--- src/rtl/wait_mem_arbiter_pkg.sv ---
// Shared types for the wait/memory arbiter: the arbiter state encoding and a
// helper that says whether the wait-timeout counter should be running.
package wait_mem_arbiter_pkg;

  typedef enum logic [2:0] {
    ARB_CPU         = 3'd0,
    ARB_HOST_IDLE   = 3'd1,
    ARB_HOST_ACCESS = 3'd2,
    ARB_ACK         = 3'd3,
    ARB_RELEASE     = 3'd4
  } arb_state_t;

  // The timeout counter runs for the whole host window, including an access
  // in flight; it is frozen while the CPU owns the port or is being released.
  function automatic logic in_wait_window(input arb_state_t state);
    return (state == ARB_HOST_IDLE) || (state == ARB_HOST_ACCESS) || (state == ARB_ACK);
  endfunction

endpackage

--- src/rtl/wait_mem_arbiter_timeout.sv ---
// Saturating wait-timeout counter. "expired" flags that the configured number
// of host-window cycles has elapsed; a cfg of zero disables the timeout.
module wait_timeout_counter
  #(parameter int TIMEOUT_BITS = 16)
  (
    input  logic                    clock,
    input  logic                    reset,
    input  logic                    clear,
    input  logic                    enable,
    input  logic [TIMEOUT_BITS-1:0] cfg,
    output logic                    expired
  );

  logic [TIMEOUT_BITS-1:0] count;

  // Count up while enabled, holding at all-ones instead of wrapping.
  always_ff @(posedge clock) begin
    // NOTE: state registers use non-blocking (<=) so every flop samples the
    // pre-edge values; blocking here would create order-dependent races.
    if (reset) begin
      count <= '0;
    end else if (clear) begin
      count <= '0;
    end else if (enable && (count != '1)) begin
      count <= count + TIMEOUT_BITS'(1);
    end
  end

  // Expire one count early so the release lands exactly cfg cycles into the wait.
  always_comb begin
    expired = (cfg != '0) && (count >= (cfg - TIMEOUT_BITS'(1)));
  end

endmodule

--- src/rtl/wait_mem_arbiter.sv ---
// Data-memory port arbiter between processor stage 2 and an external host.
// The CPU owns the port except while stalled on OP_WAIT; during that window
// the host may perform single accesses, and the window closes with a
// one-cycle wait_release pulse on host_done or timeout.
module wait_mem_arbiter
  import wait_mem_arbiter_pkg::*;
  #(
    parameter int ADDR_SIZE    = 18,
    parameter int WORD_SIZE    = 18,
    parameter int TIMEOUT_BITS = 16
  )
  (
    input  logic                    clock,
    input  logic                    reset,
    input  logic [ADDR_SIZE-1:0]    cpu_addr,
    input  logic                    cpu_we,
    input  logic [WORD_SIZE-1:0]    cpu_wdata,
    input  logic                    cpu_waiting,
    output logic                    wait_release,
    input  logic [TIMEOUT_BITS-1:0] timeout_cfg,
    input  logic                    host_req,
    input  logic                    host_we,
    input  logic [ADDR_SIZE-1:0]    host_addr,
    input  logic [WORD_SIZE-1:0]    host_wdata,
    input  logic                    host_done,
    output logic                    host_ack,
    output logic [WORD_SIZE-1:0]    host_rdata,
    output logic                    host_granted,
    output logic [ADDR_SIZE-1:0]    mem_addr,
    output logic                    mem_we,
    output logic [WORD_SIZE-1:0]    mem_din,
    input  logic [WORD_SIZE-1:0]    mem_dout
  );

  arb_state_t state, state_next;
  logic       timeout_expired;

  wait_timeout_counter #(.TIMEOUT_BITS(TIMEOUT_BITS)) u_timeout (
    .clock   (clock),
    .reset   (reset),
    .clear   (state == ARB_CPU),
    .enable  (in_wait_window(state)),
    .cfg     (timeout_cfg),
    .expired (timeout_expired)
  );

  // Arbiter state register.
  always_ff @(posedge clock) begin
    if (reset) begin
      state <= ARB_CPU;
    end else begin
      state <= state_next;
    end
  end

  // Next-state logic, Moore outputs and the memory port mux.
  always_comb begin
    // NOTE: every output gets a default before the case so no path leaves a
    // signal unassigned, which would otherwise infer a latch.
    state_next   = state;
    wait_release = 1'b0;
    host_granted = 1'b0;
    mem_addr     = cpu_addr;
    mem_we       = cpu_we;
    mem_din      = cpu_wdata;

    case (state)
      ARB_CPU: begin
        if (cpu_waiting) state_next = ARB_HOST_IDLE;
      end
      ARB_HOST_IDLE: begin
        host_granted = 1'b1;
        mem_we       = 1'b0;
        if (host_done)            state_next = ARB_RELEASE;
        else if (timeout_expired) state_next = ARB_RELEASE;
        else if (host_req)        state_next = ARB_HOST_ACCESS;
      end
      ARB_HOST_ACCESS: begin
        host_granted = 1'b1;
        mem_addr     = host_addr;
        mem_we       = host_we;
        mem_din      = host_wdata;
        state_next   = ARB_ACK;
      end
      ARB_ACK: begin
        // RAM output for the access is valid now; host_done/timeout wait for IDLE.
        mem_we     = 1'b0;
        state_next = ARB_HOST_IDLE;
      end
      ARB_RELEASE: begin
        wait_release = 1'b1;
        state_next   = ARB_CPU;
      end
      default: state_next = ARB_CPU;
    endcase
  end

  // Register the ack pulse and capture the RAM read data while in ACK.
  always_ff @(posedge clock) begin
    if (reset) begin
      host_ack   <= 1'b0;
      host_rdata <= '0;
    end else begin
      host_ack <= (state == ARB_ACK);
      if (state == ARB_ACK) host_rdata <= mem_dout;
    end
  end

endmodule

--- config.mk ---
export PLATFORM = sky130hd
export DESIGN_NAME = wait_mem_arbiter
export DESIGN_NICKNAME = d
export VERILOG_FILES = /design/src/rtl/wait_mem_arbiter_pkg.sv /design/src/rtl/wait_mem_arbiter_timeout.sv /design/src/rtl/wait_mem_arbiter.sv
export SDC_FILE = /design/constraint.sdc
export NUM_CORES = 1
export LEC_CHECK = 0
export CAP_MARGIN = 20
export CORE_ASPECT_RATIO = 2
export CORE_UTILIZATION = 40
export DETAILED_ROUTE_END_ITERATION = 10
export PLACE_DENSITY = 0.83
export SLEW_MARGIN = 20
export SYNTH_ARGS = -nofsm -noshare
export SYNTH_HDL_FRONTEND = slang
export SYNTH_HIERARCHICAL = 1
export SYNTH_SLANG_ARGS = --single-unit
--- constraint.sdc ---
create_clock -name clock -period 4.44 [get_ports clock]
set_input_delay 0.888 -clock clock [delete_from_list [all_inputs] [get_ports clock]]
set_output_delay 0.888 -clock clock [all_outputs]
set_load 0.1 [all_outputs]
### M3 wires, run 1

Bar = 20 µm. Cells faint in the background.
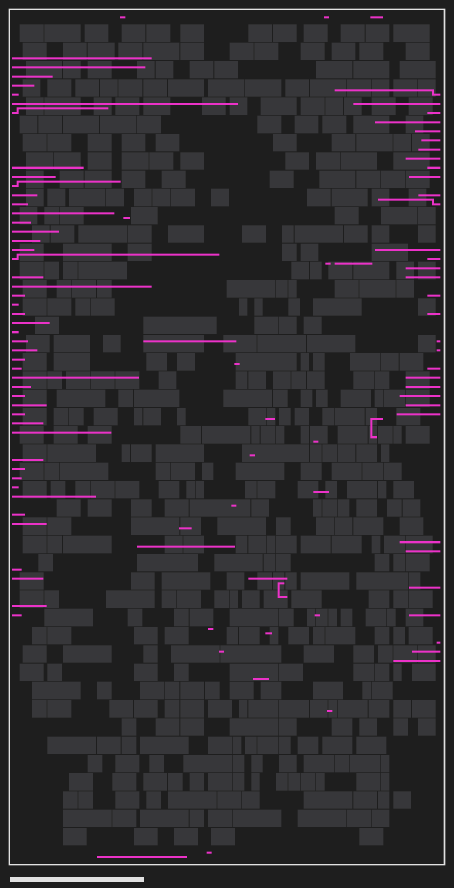
nets with wire on the layer: 93
share of all routed wire: 6.0%
main direction: horizontal

### Routing congestion map, run 1

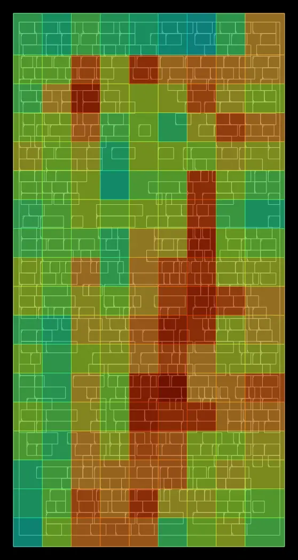
GRT Max-Usage Layer: met2
routing usage on met2: 0.440
GR Layer Usage met1: 0.216
total track usage: 0.228
Final Util: 0.650

### Routed metal, one color a layer, run 1

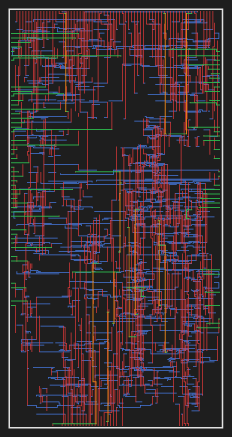
| color | layer | wire length |
|---|---|---|
| red | met2 | 5020 µm |
| blue | met1 | 3280 µm |
| orange | met4 | 350 µm |
| green | met3 | 556 µm |

==> flow_summary.json, run 1 <==
{
  "status": "finished, final reports clean",
  "yosysTopAreaCell": "dfxtp_1",
  "syn_to_final_growth_pct": 57.7,
  "insertion_delay_ns": 0.28,
  "fin_cells": 588,
  "cpMaxStageDelayCell": "or4_1",
  "fp-utilization": 0.413,
  "start_kind": "input pin",
  "yosys_warnings": 6,
  "cts_buffer_depth": 2,
  "synthArstFlopShare": 0,
  "cts_sinks": 38,
  "drtPass1Iterations": 4,
  "num_antenna_cells": 0,
  "lay_top_count": "clkdlybuf4s50_1",
  "gr-total-overflow": 0,
  "netlist.area_leader.share": 0.243,
  "place_hpwl_mm": 7.54,
  "drv_slew": 0,
  "rows": 45,
  "drv_cap": 0,
  "synth.cellmix.adderShare": 0.0758,
  "ys_cells": 323,
  "compound_area_frac": 0.102,
  "slew_headroom": 0.285,
  "grt_pass1_vias": 3220,
  "first_iter_violations": 70,
  "numCtsBuffers": 5,
  "numSynthFlops": 38,
  "drcViolationCount": 0,
  "p_leak_nw": 1.90,
  "finalHoldViolCount": 0,
  "grt_max_degree": 38,
  "synthXorXnorAreaFrac": 0.0419,
  "dieArea_um2": 8220,
  "ys_sh_mux": 0.225,
  "die_y_um": 127,
  "grt_pass1_wl_mm": 14.6,
  "ys_top_cells_by_area": "dfxtp_1 (24%), mux2_4 (14%), nand2b_1 (7.8%), ha_1 (7.6%), mux2i_1 (6.1%)",
  "post_route_cells_drive_above_1_share": 0.219,
  "rsz0062_at_grt": "false",
  "logic_family": "simple AND/OR/NAND/NOR gates",
  "syn_area_um2": 3140,
  "layout.cells.most_common_list": "clkdlybuf4s50_1 (133), buf_4 (46), nand2b_1 (39)",
  "io-pin-count": 171,
  "cts_hold_buffers": 0,
  "wl_mm": 9.20,
  "finalSetupViolCount": 0,
  "cts-root-buf": "clkbuf_16",
  "post-route-period-util": 0.943,
  "crit_type": "input pin to register",
  "postSynthSeqShare": 0.243,
  "hold_ws_ns": 0.470,
  "max_freq_mhz": 239,
  "avgSynthCellArea_um2": 9.71,
  "synthesis.nets": 455,
  "slowest_delay_ns": 0.66,
  "simple_gate_area_frac": 0.255,
  "ff_type": "dfxtp_1",
  "cp.arrival_ns": 4.35,
  "vias": 3055,
  "endpoint_kind": "register",
  "grt_antenna_before_repair": 0
}
[run 1: logic make-up after synthesis]
kind of cell,count (synthesis)
fa+ha+maj,19
mux,55
flops,38
compound gates,45
xor+xnor,15
simple gates,130
buf+inv,21
[run 1: per-stage QoR]
stage               cell area (µm²)  setup slack (ns)  TNS [ns]  total power, mW
floorplan                      3140             0.711         0            0.649
global placement               4770            0.0878         0            0.797
detailed placement             4770           -0.0129   -0.0129            0.803
CTS                            4940             0.279         0             1.21
global route                   4940            0.0549         0             1.25
finish                         4940             0.255         0             1.20
[run 1: per-layer routing]
metal / vias to the layer above / routed length (µm) / part of all wire
met5: - / 0 / 0
met4: 0 / 350 / 0.038
met3: 23 / 555 / 0.060
met2: 110 / 5020 / 0.55
met1: 1405 / 3280 / 0.36
li1: 1517 / - / -
[run 1: where the power goes]
part	leakage [nW]	total (mW)	switching, mW	internal (mW)
combinational	1.51	0.446	0.266	0.180
clock	0.0829	0.409	0.132	0.277
sequential	0.306	0.349	0.00462	0.344
total	1.90	1.20	0.403	0.801
[run 1: flip-flops by register name, indices dropped and copies added, names as in the netlist]
name             count
u_timeout/count     16
host_ack             1
host_rdata          18
state                3
[run 1: path summary, 6_finish.rpt]
check / start / end / slack, ns / cells after the start
worst max-delay path: timeout_cfg[1] / state[0] / 0.26 / 12
worst max register to register: u_timeout/count[0] / state[0] / 1.90 / 8
worst min-delay path: host_rdata[17] / host_rdata[17] / 0.47 / 2
worst min register to register: host_rdata[17] / host_rdata[17] / 0.47 / 2
[run 1: worst max-delay path: cells and delay by family]
family / cells / cell delay [ns]
compound gates: 3 / 0.73
xor+xnor: 1 / 0.16
fa+ha+maj: 1 / 0.30
simple gates: 6 / 1.83
buf+inv: 1 / 0.44
[run 1: area by class of cell]
type	instances	area, µm²
Clock buffer	6	139
Clock inverter	1	30.0
Fill cell	620	2660
Inverter	6	22.5
Multi-Input combinational cell	264	2200
Sequential cell	38	761
Tap cell	94	118
Timing Repair Buffer	179	1680
[run 1: cells in the mapped netlist (3+ instances only)]
cell type,n
nand2b_1,39
dfxtp_1,38
mux2_4,29
ha_1,19
mux2i_1,19
a21oi_1,15
nor2_1,15
nand2_1,14
xnor2_1,11
mux2_2,7
nand3_1,7
nand4_1,7
or4_1,7
buf_6,6
inv_1,6
nor3_1,6
nor4_1,5
o31ai_1,5
or3_2,5
clkbuf_1,4
nor2b_1,4
o21ai_1,4
xor2_1,4
a21o_1,3
buf_12,3
o21ai_0,3
## Run 2: what changed since run 1
--- a/config.mk
+++ b/config.mk
@@ -5,7 +5,7 @@
 export SDC_FILE = /design/constraint.sdc
 export NUM_CORES = 1
 export LEC_CHECK = 0
-export CAP_MARGIN = 20
+export CAP_MARGIN = 0
 export CORE_ASPECT_RATIO = 2
 export CORE_UTILIZATION = 40
 export DETAILED_ROUTE_END_ITERATION = 10
### Metal 2, run 2

Cells faint in the background.
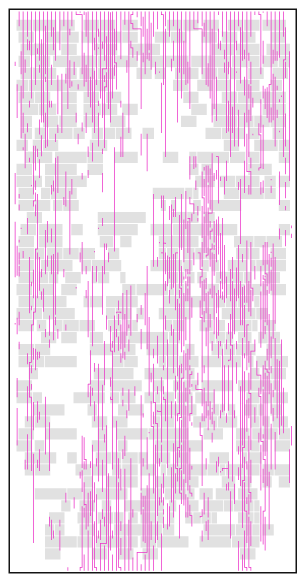
main direction: vertical
longest straight run: 37.7 µm

### Routed metal, one color a layer, run 2

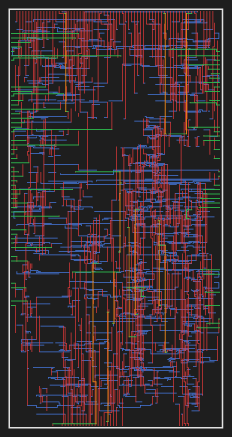
| color | layer | wire length |
|---|---|---|
| orange | met4 | 350 µm |
| red | met2 | 5020 µm |
| blue | met1 | 3280 µm |
| green | met3 | 556 µm |

==> run 2 against run 1 <==
Compared with the run above:
- first-iteration DRC count is the same
- clock skew is the same
- setup slack unchanged
- clock-buffer cell count stayed put
- area after synthesis stayed put
- via count did not move
- sequential share of layout area unchanged
- combinational power about the same
- largest cell class unchanged
- highest routed layer unchanged
==> flow_summary.json, run 2 <==
{
  "status": "finished, final reports clean",
  "post-route-period-util": 0.943,
  "synthesis.nets": 455,
  "vias": 3055,
  "r2r-end": "state[0]",
  "rsz0062_at_grt": "false",
  "clk_pin_slew_ns": 0.06,
  "hold_path_end": "host_rdata[17]",
  "ys_top_cells_by_area": "dfxtp_1 (24%), mux2_4 (14%), nand2b_1 (7.8%), ha_1 (7.6%), mux2i_1 (6.1%)",
  "top_regs": "host_rdata x18, u_timeout/count x16, state x3",
  "cts-root-buf": "clkbuf_16",
  "yosys_warnings": 6,
  "wl_mm": 9.20,
  "largest_register": "host_rdata",
  "yosysTopAreaCell": "dfxtp_1",
  "drv_slew": 0,
  "finalHoldViolCount": 0,
  "first_iter_violations": 70,
  "synth-edff-count": 0,
  "grt_antenna_before_repair": 0,
  "drcViolationCount": 0,
  "grt_pass1_vias": 3220,
  "core_um2": 7600,
  "syn_to_final_growth_pct": 57.7,
  "syn_area_um2": 3140,
  "largest_reg_flops": 18,
  "synth_top_cell_by_count": "nand2b_1",
  "postSynthSeqShare": 0.243,
  "ff_type": "dfxtp_1",
  "fin_tns_setup_ns": 0,
  "endpoint_kind": "register",
  "io-pin-count": 171,
  "crit_type": "input pin to register",
  "drv_cap": 0,
  "numCtsBuffers": 5,
  "synthArstFlopShare": 0,
  "post_route_cells_drive_above_1_share": 0.219,
  "numSynthFlops": 38,
  "whs_path_depth": 2,
  "ys_cells": 323,
  "fp-utilization": 0.413,
  "p_leak_nw": 1.90,
  "rows": 45,
  "required_ns": 4.60,
  "lay_top_count": "clkdlybuf4s50_1",
  "start_kind": "input pin",
  "grt_max_degree": 38,
  "total_power_mw": 1.20,
  "grtUsageTotal": 0.228,
  "layout.cells.most_common_list": "clkdlybuf4s50_1 (133), buf_4 (46), nand2b_1 (39)",
  "num_antenna_cells": 0,
  "place_hpwl_mm": 7.54,
  "avgSynthCellArea_um2": 9.71,
  "cp.arrival_ns": 4.35,
  "gr-total-overflow": 0,
  "reg2regPathDepth": 8,
  "max_freq_mhz": 239,
  "finalSetupViolCount": 0,
  "drtPass1Iterations": 4,
  "netlist.area_leader.share": 0.243,
  "cts_sinks": 38,
  "r2r_slack_ns": 1.90,
  "min_from": "host_rdata[17]",
  "cts_hold_buffers": 0,
  "reg2reg_from": "u_timeout/count[0]",
  "dieArea_um2": 8220,
  "grt_pass1_wl_mm": 14.6,
  "die_y_um": 127,
  "yosys-top-cells-count": "nand2b_1 (39), dfxtp_1 (38), mux2_4 (29)",
  "slew_headroom": 0.285
}
### Clock wires, drivers and flops, run 2

Bar = 20 µm.
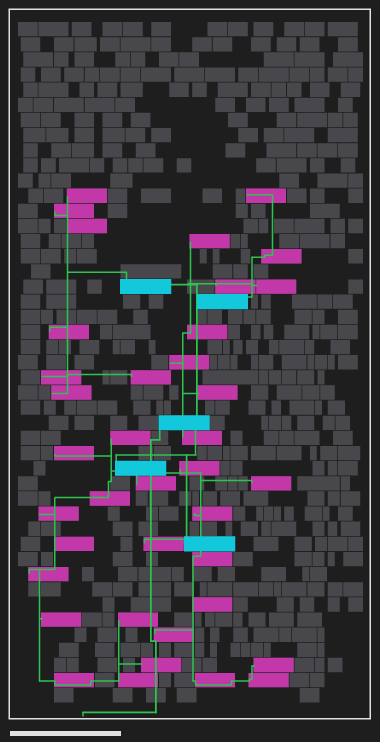
[cyan] cells driving clock nets | count: 5
[magenta] flip-flops | count: 38
[green] clock wires | length: 522 µm
routed clock nets: 6
clk latency late pin: 0.28 ns
Clock Power Share: 0.340

-- run 2: cell counts after synthesis --
Identical to the previous run, type by type.
-- run 2: power by group --
group / switching, mW / internal, mW
clock network: 0.132 / 0.277
logic: 0.266 / 0.180
registers: 0.00462 / 0.344
total: 0.403 / 0.801
-- run 2: kinds of logic after synthesis --
kind of cell,count (synthesis),synth area share
flip-flops,38,0.243
AND/OR/NAND/NOR,130,0.255
buffers and inverters,21,0.0587
XOR/XNOR,15,0.0419
AND-OR/OR-AND,45,0.102
adder cells (fa/ha/maj),19,0.0758
multiplexers,55,0.225
-- run 2: worst max path at each step --
stage	start	to	slack, ns	depth (start not counted)
2_1_floorplan	timeout_cfg[1]	state[0]	0.71	11
3_3_place_gp	timeout_cfg[1]	state[0]	0.09	12
3_5_place_dp	timeout_cfg[1]	state[0]	-0.01	12
4_1_cts	timeout_cfg[1]	state[0]	0.28	12
5_1_grt	timeout_cfg[1]	state[0]	0.05	12
6_report	timeout_cfg[1]	state[0]	0.26	12
-- run 2: layout make-up --
| cell class | count | area [µm²] |
|---|---|---|
| repair buffers | 179 | 1680 |
| inverters | 6 | 22.5 |
| clock buffers | 6 | 139 |
| fillers | 620 | 2660 |
| clock inverters | 1 | 30.0 |
| flip-flops and latches | 38 | 761 |
| multi-input cells | 264 | 2200 |
| well taps | 94 | 118 |
-- run 2: per-layer routing --
metal,GRT usage,wire (µm),share of wire,vias up
met5,0,0,0,-
met4,0.115,350,0.038,0
met3,0.0500,555,0.060,23
met2,0.440,5020,0.55,110
met1,0.216,3280,0.36,1405
li1,-,-,-,1517
-- run 2: through the flow --
stage | setup slack [ns] | util | std cells | hold WS (ns) | instance area [µm²]
global placement | 0.0878 | 0.628 | 581 | 0.458 | 4770
finish | 0.255 | 0.650 | 588 | 0.470 | 4940
detailed placement | -0.0129 | 0.628 | 581 | 0.467 | 4770
floorplan | 0.711 | - | 323 | 0.469 | 3140
global route | 0.0549 | 0.650 | 588 | 0.490 | 4940
CTS | 0.279 | 0.650 | 588 | 0.476 | 4940
-- run 2: worst max-delay path, cell delays in order --
cell and delay (ns):
clkdlybuf4s50_1 0.44, or4_1 0.66, nor4_4 0.28, nand3b_1 0.14, xor2_1 0.16, ha_1 0.30, nand4_1 0.14, or4_1 0.54
o32ai_1 0.23, o31a_1 0.19, nor4b_1 0.07, o31a_2 0.31
### M3 wires, run 2

Bar = 20 µm. Cells faint in the background.
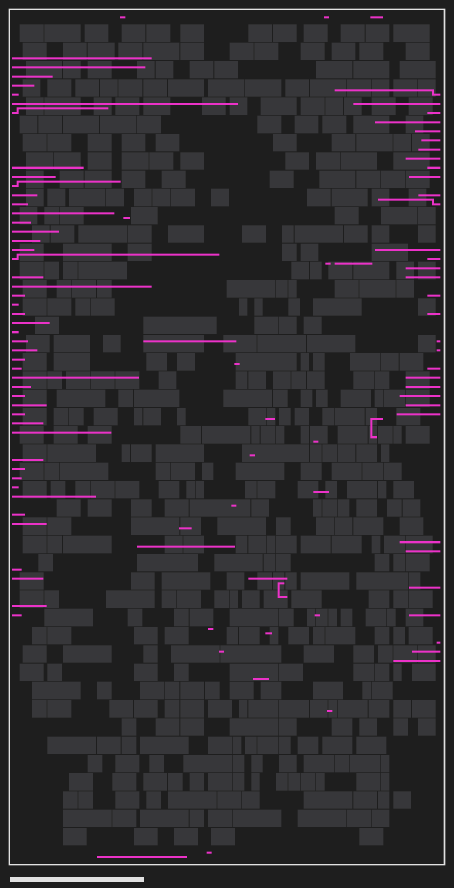

## Run 3: what changed since run 2
--- a/config.mk
+++ b/config.mk
@@ -6,10 +6,12 @@
 export NUM_CORES = 1
 export LEC_CHECK = 0
 export CAP_MARGIN = 0
+export CELL_PAD_IN_SITES_DETAIL_PLACEMENT = 1
+export CELL_PAD_IN_SITES_GLOBAL_PLACEMENT = 2
 export CORE_ASPECT_RATIO = 2
-export CORE_UTILIZATION = 40
+export CORE_UTILIZATION = 22
 export DETAILED_ROUTE_END_ITERATION = 10
-export PLACE_DENSITY = 0.83
+export PLACE_DENSITY = 0.82
 export SLEW_MARGIN = 20
 export SYNTH_ARGS = -nofsm -noshare
 export SYNTH_HDL_FRONTEND = slang
### M3 wires, run 3

Bar = 20 µm. Cells faint in the background.
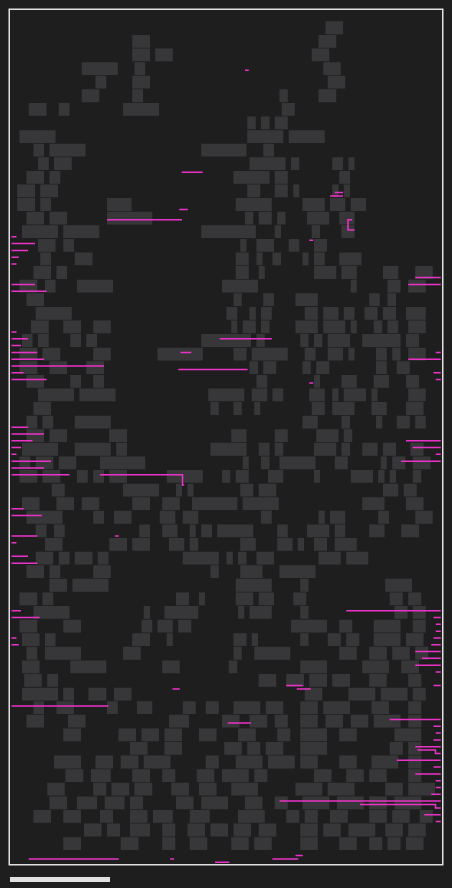
nets with wire on the layer: 83
wire length on this layer: 435 µm
longest straight run: 32.0 µm
share of all routed wire: 3.8%

### Routed metal, one color a layer, run 3

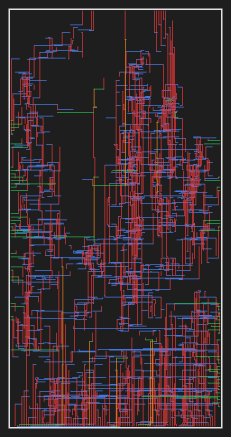
| color | layer | wire length |
|---|---|---|
| orange | met4 | 316 µm |
| green | met3 | 435 µm |
| red | met2 | 6620 µm |
| blue | met1 | 4060 µm |

### Clock wires, drivers and flops, run 3

Bar = 20 µm.
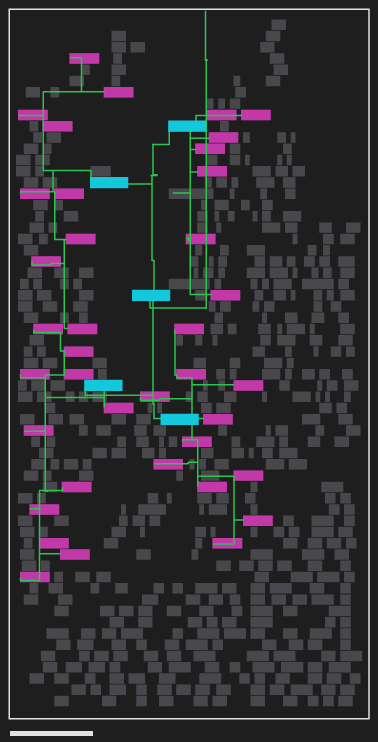
[cyan] cells driving clock nets | count: 5
[magenta] flip-flops | count: 38
[green] clock wires | length: 647 µm
routed clock nets: 6
Fin Clk Skew: 0.00797 ns
Clock Power Share: 0.341
Clk power: 415 µW

==> run 3 against run 2 <==
Compared with the run above:
- clock skew grew 0.0041 ns
- register-to-register slack better by 0.16 ns
- cell area up 3.0%
- hold slack gained 0.0087 ns
- flip-flop count unchanged
- setup slack better by 0.067 ns
- non-clock buffer count is 3 higher
- via count is 3.5% higher
- critical path depth did not move
- first-iteration DRC count rose by 23%
- sequential share of layout area is 0.45 points lower
- critical path type unchanged
==> flow_summary.json, run 3 <==
{
  "hold_ws_ns": 0.479,
  "core_um2": 13900,
  "ys_top_cells_by_area": "dfxtp_1 (24%), mux2_4 (14%), nand2b_1 (7.8%), ha_1 (7.6%), mux2i_1 (6.1%)",
  "drv_slew": 0,
  "drtPass1Iterations": 4,
  "slew_headroom": 0.321,
  "post_route_cells_drive_above_1_share": 0.225,
  "avgSynthCellArea_um2": 9.71,
  "max_freq_mhz": 243,
  "largest_reg_flops": 18,
  "die_y_um": 171,
  "insertion_delay_ns": 0.28,
  "syn_area_um2": 3140,
  "htreeDepth": 2,
  "reg2regPathDepth": 8,
  "drv_cap": 0,
  "start_kind": "input pin",
  "fin_tns_setup_ns": 0,
  "grt_antenna_before_repair": 2,
  "required_ns": 4.61,
  "post-route-period-util": 0.927,
  "grt_max_degree": 38,
  "place_hpwl_mm": 9.82,
  "numCtsBuffers": 5,
  "grtUsageTotal": 0.157,
  "cts_buffer_depth": 2,
  "layout.cells.most_common_list": "clkdlybuf4s50_1 (133), buf_4 (49), nand2b_1 (39)",
  "fin_cells": 688,
  "p_leak_nw": 1.92,
  "io-pin-count": 171,
  "pwr-share-seq": 0.287,
  "cp.arrival_ns": 4.29,
  "p_sw_uw": 414,
  "min_path_type": "register to register",
  "numSynthFlops": 38,
  "ys_cells": 323,
  "cts-root-buf": "clkbuf_16",
  "synth-edff-count": 0,
  "dieArea_um2": 14800,
  "grt_pass1_wl_mm": 17.6,
  "clk_pin_slew_ns": 0.06,
  "postSynthSeqShare": 0.243,
  "drcViolationCount": 0,
  "finalHoldViolCount": 0,
  "stage_log_warnings": 27,
  "first_iter_violations": 86,
  "largest_register": "host_rdata",
  "vias": 3161,
  "synthesis.nets": 455,
  "dp_slack_ns": -0.0107,
  "fp-utilization": 0.226,
  "dp_cells": 679,
  "place_area_um2": 4920,
  "endpoint_kind": "register",
  "top_regs": "host_rdata x18, u_timeout/count x16, state x3",
  "finalSetupViolCount": 0,
  "ff_type": "dfxtp_1",
  "whs_path_depth": 2,
  "gr-total-overflow": 0,
  "yosysTopAreaCell": "dfxtp_1",
  "netlist.area_leader.share": 0.243,
  "cts_sinks": 38,
  "synthArstFlopShare": 0,
  "grt_pass1_vias": 3461,
  "lay_top_count": "clkdlybuf4s50_1",
  "status": "finished, final reports clean",
  "final_cell_area_um2": 5090,
  "power.share.switching": 0.340,
  "synth_top_cell_by_count": "nand2b_1",
  "fin_ws_ns": 0.323,
  "crit_type": "input pin to register",
  "yosys_warnings": 6,
  "p_int_uw": 802,
  "cts_hold_buffers": 0,
  "rows": 61,
  "yosys-top-cells-count": "nand2b_1 (39), dfxtp_1 (38), mux2_4 (29)",
  "comb_power_share": 0.372,
  "syn_to_final_growth_pct": 62.4,
  "detail-route-antenna-nets": 0,
  "wl_mm": 11.4,
  "rsz0062_at_grt": "false"
}
[run 3: worst paths after layout]
check / from / to / slack (ns)
setup reg to reg: u_timeout/count[0] / state[0] / 2.06
hold reg to reg: host_rdata[3] / host_rdata[3] / 0.48
hold / removal: host_rdata[3] / host_rdata[3] / 0.48
setup / recovery: timeout_cfg[7] / state[0] / 0.32
[run 3: routing by layer]
layer  up-vias  track usage  share of wire
met3        18       0.0241          0.038
met2       101        0.314           0.58
li1       1526            -              -
met1      1516        0.153           0.36
met5         -            0              0
met4         0       0.0725          0.028
[run 3: cell type report]
| cell class | count | area, µm² |
|---|---|---|
| Clock inverter | 1 | 30.0 |
| Multi-Input combinational cell | 264 | 2200 |
| Antenna cell | 2 | 5.00 |
| Inverter | 6 | 22.5 |
| Timing Repair Buffer | 182 | 1700 |
| Clock buffer | 6 | 139 |
| Fill cell | 1636 | 8800 |
| Tap cell | 189 | 236 |
| Sequential cell | 38 | 761 |
[run 3: critical path, cell delays in order]
cell	delay, ns
clkdlybuf4s50_1	0.43
or4_4	0.58
nor4_4	0.30
nand3b_1	0.13
xor2_1	0.16
ha_1	0.29
nand4_1	0.14
or4_1	0.53
o32ai_1	0.24
o31a_1	0.21
nor4b_1	0.07
o31a_2	0.31
[run 3: logic make-up after synthesis]
logic type | count (synthesis) | synth area share
xor gates and xnor gates | 15 | 0.0419
and+or+nand+nor | 130 | 0.255
buffers and inverters | 21 | 0.0587
DFF | 38 | 0.243
AOI/OAI and AO/OA | 45 | 0.102
adders and majority gates | 19 | 0.0758
muxes | 55 | 0.225
[run 3: power groups by stage]
stage                     Clock [mW]  Sequential, mW  Combinational, mW
after floorplan                    0           0.361              0.288
after global placement             0           0.356              0.449
after detailed placement           0           0.356              0.455
after CTS                      0.435           0.349              0.456
after global routing           0.444           0.349              0.472
final                          0.415           0.349              0.453
[run 3: stage by stage]
stage / power, mW / utilization
after global routing: 1.27 / 0.367
final: 1.22 / 0.367
after detailed placement: 0.812 / 0.354
after CTS: 1.24 / 0.366
after global placement: 0.805 / 0.354
after floorplan: 0.649 / -
No activity file was given, so power comes from the tool's default toggle rates.
